==> config.mk <==
export PLATFORM = sky130hd
export DESIGN_NAME = a_rom_seq
export DESIGN_NICKNAME = d
export VERILOG_FILES = /design/src/rtl/a_rom_seq.sv
export SDC_FILE = /design/constraint.sdc
export NUM_CORES = 1
export LEC_CHECK = 0
export CORE_MARGIN = 2
export CORE_UTILIZATION = 40
export DETAILED_ROUTE_END_ITERATION = 6
export PLACE_DENSITY = 0.85
export SLEW_MARGIN = 15
export SYNTH_ARGS = -nofsm -noshare
export SYNTH_HDL_FRONTEND = slang
export SYNTH_SLANG_ARGS = --single-unit
==> constraint.sdc <==
create_clock -name clk_i -period 2 [get_ports clk_i]
set_input_delay 0.5 -clock clk_i [delete_from_list [all_inputs] [get_ports clk_i]]
set_output_delay 0.5 -clock clk_i [all_outputs]
set_load 0.01 [all_outputs]
==> src/rtl/a_rom_seq.sv <==
// Column-range sequencer for the A-matrix coefficient ROM: walks columns, drives
// the registered-read ROM address and streams element pairs over valid/ready.
//
// state  | meaning
// IDLE   | waiting for start, rom_addr holds ptr
// LOAD   | first ROM address issued, data not yet back
// STREAM | pair from rom_data presented, address advances on fire
// DONE   | one-cycle done pulse, then back to IDLE
module a_rom_seq #(
    parameter int ELEM_W = 7
) (
    input  logic                  clk_i,
    input  logic                  rst_i,
    input  logic                  start_i,
    input  logic                  abort_i,
    input  logic [1:0]            cfg_col_first_i,
    input  logic [2:0]            cfg_col_count_i,
    output logic                  busy_o,
    output logic                  done_o,
    output logic [3:0]            rom_addr_o,
    input  logic [2*ELEM_W-1:0]   rom_data_i,
    output logic                  out_valid_o,
    input  logic                  out_ready_i,
    output logic [ELEM_W-1:0]     out_elem_hi_o,
    output logic [ELEM_W-1:0]     out_elem_lo_o,
    output logic [2:0]            out_row_o,
    output logic [1:0]            out_col_o,
    output logic                  out_col_last_o,
    output logic                  out_last_o
);

    typedef enum logic [1:0] {IDLE, LOAD, STREAM, DONE} state_t;

    state_t      state_q, state_d;
    logic [3:0]  ptr_q, ptr_d;
    logic [2:0]  cnt_q, cnt_d;
    logic [4:0]  beat_q, beat_d;
    logic [2:0]  cnt_sat;
    logic        fire;
    logic        last_beat;

    assign cnt_sat     = (cfg_col_count_i > 3'd4) ? 3'd4 : cfg_col_count_i;
    assign out_valid_o = (state_q == STREAM);
    assign busy_o      = (state_q != IDLE);
    assign done_o      = (state_q == DONE) && !abort_i;
    assign fire        = out_valid_o && out_ready_i;
    // beat_q counts remaining beats down; terminal count marks the final pair
    assign last_beat   = (beat_q == 5'd0);

    assign out_elem_hi_o  = rom_data_i[2*ELEM_W-1:ELEM_W];
    assign out_elem_lo_o  = rom_data_i[ELEM_W-1:0];
    assign out_row_o      = {ptr_q[1:0], 1'b0};
    assign out_col_o      = ptr_q[3:2];
    assign out_col_last_o = (ptr_q[1:0] == 2'b11);
    assign out_last_o     = out_valid_o && last_beat;

    always_comb begin
        state_d    = state_q;
        ptr_d      = ptr_q;
        cnt_d      = cnt_q;
        beat_d     = beat_q;
        rom_addr_o = ptr_q;
        case (state_q)
            IDLE: begin
                if (start_i && !abort_i) begin
                    cnt_d = cnt_sat;
                    if (cnt_sat == 3'd0) begin
                        state_d = DONE;
                    end else begin
                        ptr_d   = {cfg_col_first_i, 2'b00};
                        state_d = LOAD;
                    end
                end
            end
            LOAD: begin
                beat_d  = {cnt_q, 2'b00} - 5'd1;
                state_d = STREAM;
            end
            STREAM: begin
                // Holding the address on a stall makes the ROM re-read the same word
                if (fire && !last_beat) begin
                    rom_addr_o = ptr_q + 4'd1;
                    beat_d     = beat_q - 5'd1;
                end
                ptr_d = rom_addr_o;
                if (fire && last_beat) begin
                    state_d = DONE;
                end
            end
            DONE: begin
                state_d = IDLE;
            end
            default: begin
                state_d = IDLE;
            end
        endcase
        if (state_q != IDLE && abort_i) begin
            state_d = IDLE;
        end
    end

    always_ff @(posedge clk_i) begin
        if (rst_i) begin
            state_q <= IDLE;
            ptr_q   <= 4'd0;
            cnt_q   <= 3'd0;
            beat_q  <= 5'd0;
        end else begin
            state_q <= state_d;
            ptr_q   <= ptr_d;
            cnt_q   <= cnt_d;
            beat_q  <= beat_d;
        end
    end

endmodule

==> results.cfg <==
; synthesis and place-and-route metrics
[status]
outcome = finished with violations
violations = negative setup slack

[placed_design]
port_buffers = 22
placedCellCount = 194

[cells_and_area]
synthToLayoutAreaGrowth_pct = 44.1
fin_nets = 204
drive_above_1_share_pct = 32.2
ff_latch_area_um2 = 284

[synthesis]
synth_cell_type_count = 37
synth_area_um2 = 1040
synth_cells = 133

[sta]
fin_crit_sh_pct = 113
finalSetupViolCount = 5
drv_slew = 0
rsz0062_at_grt = yes
fin_ws_ns = -0.264

[floorplan]
chipArea_um2 = 3010
rows = 18
die_w_um = 54.9

[clock_tree]
ctsResizeCount = 39
clkLatencyLatePin_ns = 0.29

[power]
ir_worst_vdd_mv = 0.652
p_leak_uw = 0.000685

[worst_setup_path]
crit_family = simple AND/OR/NAND/NOR gates
critPathMaxFanout = 4
slowest_delay_ns = 0.49
crit_type = reg2out

[detailed_routing]
avgViaCountPerCell = 5.22
drtIter0Drc = 13
## sequential cells by signal (all words and copies together), names as in the netlist
| signal | cells |
|---|---|
| cnt_q | 3 |
| beat_q | 5 |
| ptr_q | 4 |
| state_q | 2 |
## logic make-up after synthesis
| family | after synthesis | synth area share (%) |
|---|---|---|
| xor gates and xnor gates | 3 | 2.54 |
| buffers and inverters | 28 | 15.8 |
| DFF | 14 | 27.1 |
| AOI/OAI and AO/OA | 35 | 21.0 |
| and+or+nand+nor | 42 | 21.6 |
| other | 1 | 0.362 |
| adders and majority gates | 8 | 9.66 |
| muxes | 2 | 1.93 |
## power breakdown
part / total, uW / switching [uW] / internal [uW]
Clock: 214 / 102 / 111
Sequential: 402 / 50.3 / 351
Combinational: 1080 / 518 / 565
Total: 1700 / 671 / 1030
## layer usage
layer  vias to the layer above  share of wire, %
met2                        34                51
met3                        15               5.7
met5                         -                 0
met4                         0               3.0
met1                       476                40
li1                        524                 -
## Yosys cell counts (all sizes together) (2+ instances only)
library cell,number,area [um^2]
a211oi,2,15.0
a21oi,12,60.1
buf,17,123
dfxtp,14,280
ha,8,100
inv,10,37.5
mux2i,2,20.0
nand2,8,30.0
nand2b,3,18.8
nand3,5,25.0
nor2,12,45.0
nor2b,2,12.5
nor3,3,15.0
nor3b,3,22.5
o21ai,9,45.0
o31ai,2,15.0
or3,2,12.5
xor2,2,17.5
## cells in the final DEF, fill, tap and decap left out, types with 2 or more instances in the layout
cell type         n
inv_2             3
nor3_1            3
o21ai_0           5
o21ai_1           4
clkbuf_4          3
nor2_1           11
o31ai_1           2
ha_4              3
inv_1             7
nor3b_1           3
a21oi_1          12
xor2_1            2
dfxtp_2           3
nand2b_1          3
buf_6             2
nor2b_1           2
mux2i_1           2
buf_4            29
ha_1              5
a211oi_1          2
dfxtp_1          11
clkdlybuf4s50_1  13
buf_2             4
nand2_1           7
dlygate4sd2_1     3
nand3_1           4
## tightest hold or removal path: cells and delay by family (launching register included)
family	cells	cell delay, ns
AND/OR/NAND/NOR	1	0.07
flip-flops	1	0.34
AND-OR/OR-AND	1	0.06
## layout make-up
cell class                      count  area share [%]
Multi-Input combinational cell     91            44.8
Timing Repair Buffer               52            28.8
Inverter                           10            2.51
Tap cell                           30            2.51
Clock buffer                        4            2.43
Sequential cell                    14            19.0
## worst paths after layout
check | start | end | slack, ns | cells past startpoint
setup / recovery | beat_q[1] | rom_addr_o[0] | -0.26 | 7
hold reg to reg | cnt_q[0] | cnt_q[0] | 0.50 | 2
setup reg to reg | beat_q[1] | ptr_q[2] | 0.14 | 8
hold / removal | cnt_q[0] | cnt_q[0] | 0.50 | 2
## metrics by stage
stage / utilization, % / TNS (ns) / instance area, um^2 / hold WS (ns) / setup slack (ns)
global placement: 55.8 / -2.20 / 1370 / 0.472 / -0.509
detailed placement: 55.8 / -2.50 / 1370 / 0.482 / -0.533
global route: 60.8 / -1.43 / 1490 / 0.532 / -0.345
CTS: 59.8 / -1.00 / 1470 / 0.504 / -0.241
floorplan: - / 0 / 1040 / 0.456 / 0.0146
finish: 60.8 / -1.09 / 1490 / 0.499 / -0.264
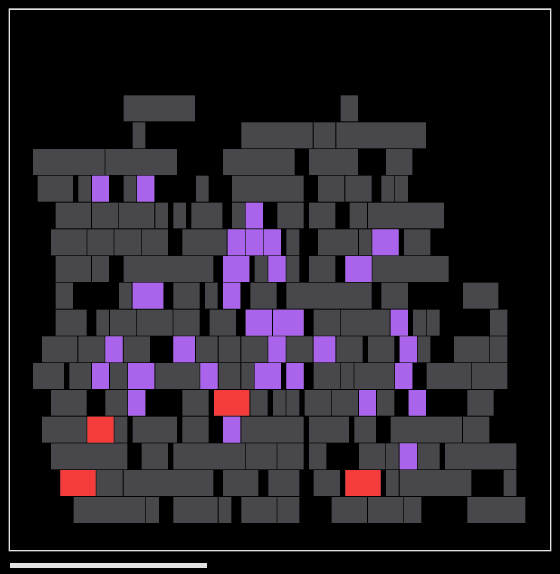
gates.png
The bar under the picture is 20 um long.
| family | color | cells |
|---|---|---|
| aoi and oai cells | purple | 31 |
| non-inverting ao/oa cells | red | 4 |
fin cells: 201
Comb area share: 44.8%
Top cell excl fill/tap: buf_4

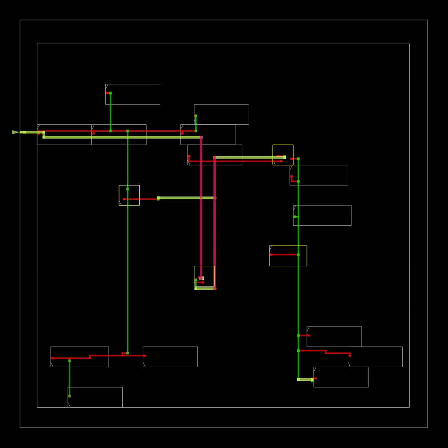
clock_nets.png
Inserted Clock Buffers: 3
sequential cell count: 14

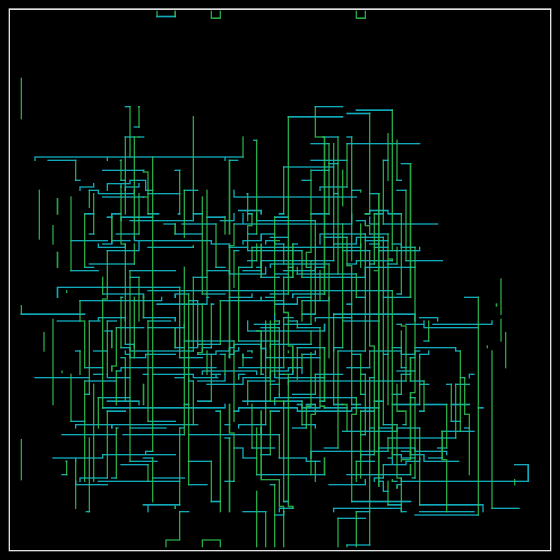
layers.png
Two of the layers only.
| layer | color | wire length |
|---|---|---|
| M1 | cyan | 1060 um |
| M2 | green | 1370 um |
Post-Route WL: 2650 um
WL/cell: 13.2 um
Vias: 1049
Tot GR Track Use: 19.8%

Power and IR drop assume default switching activity.
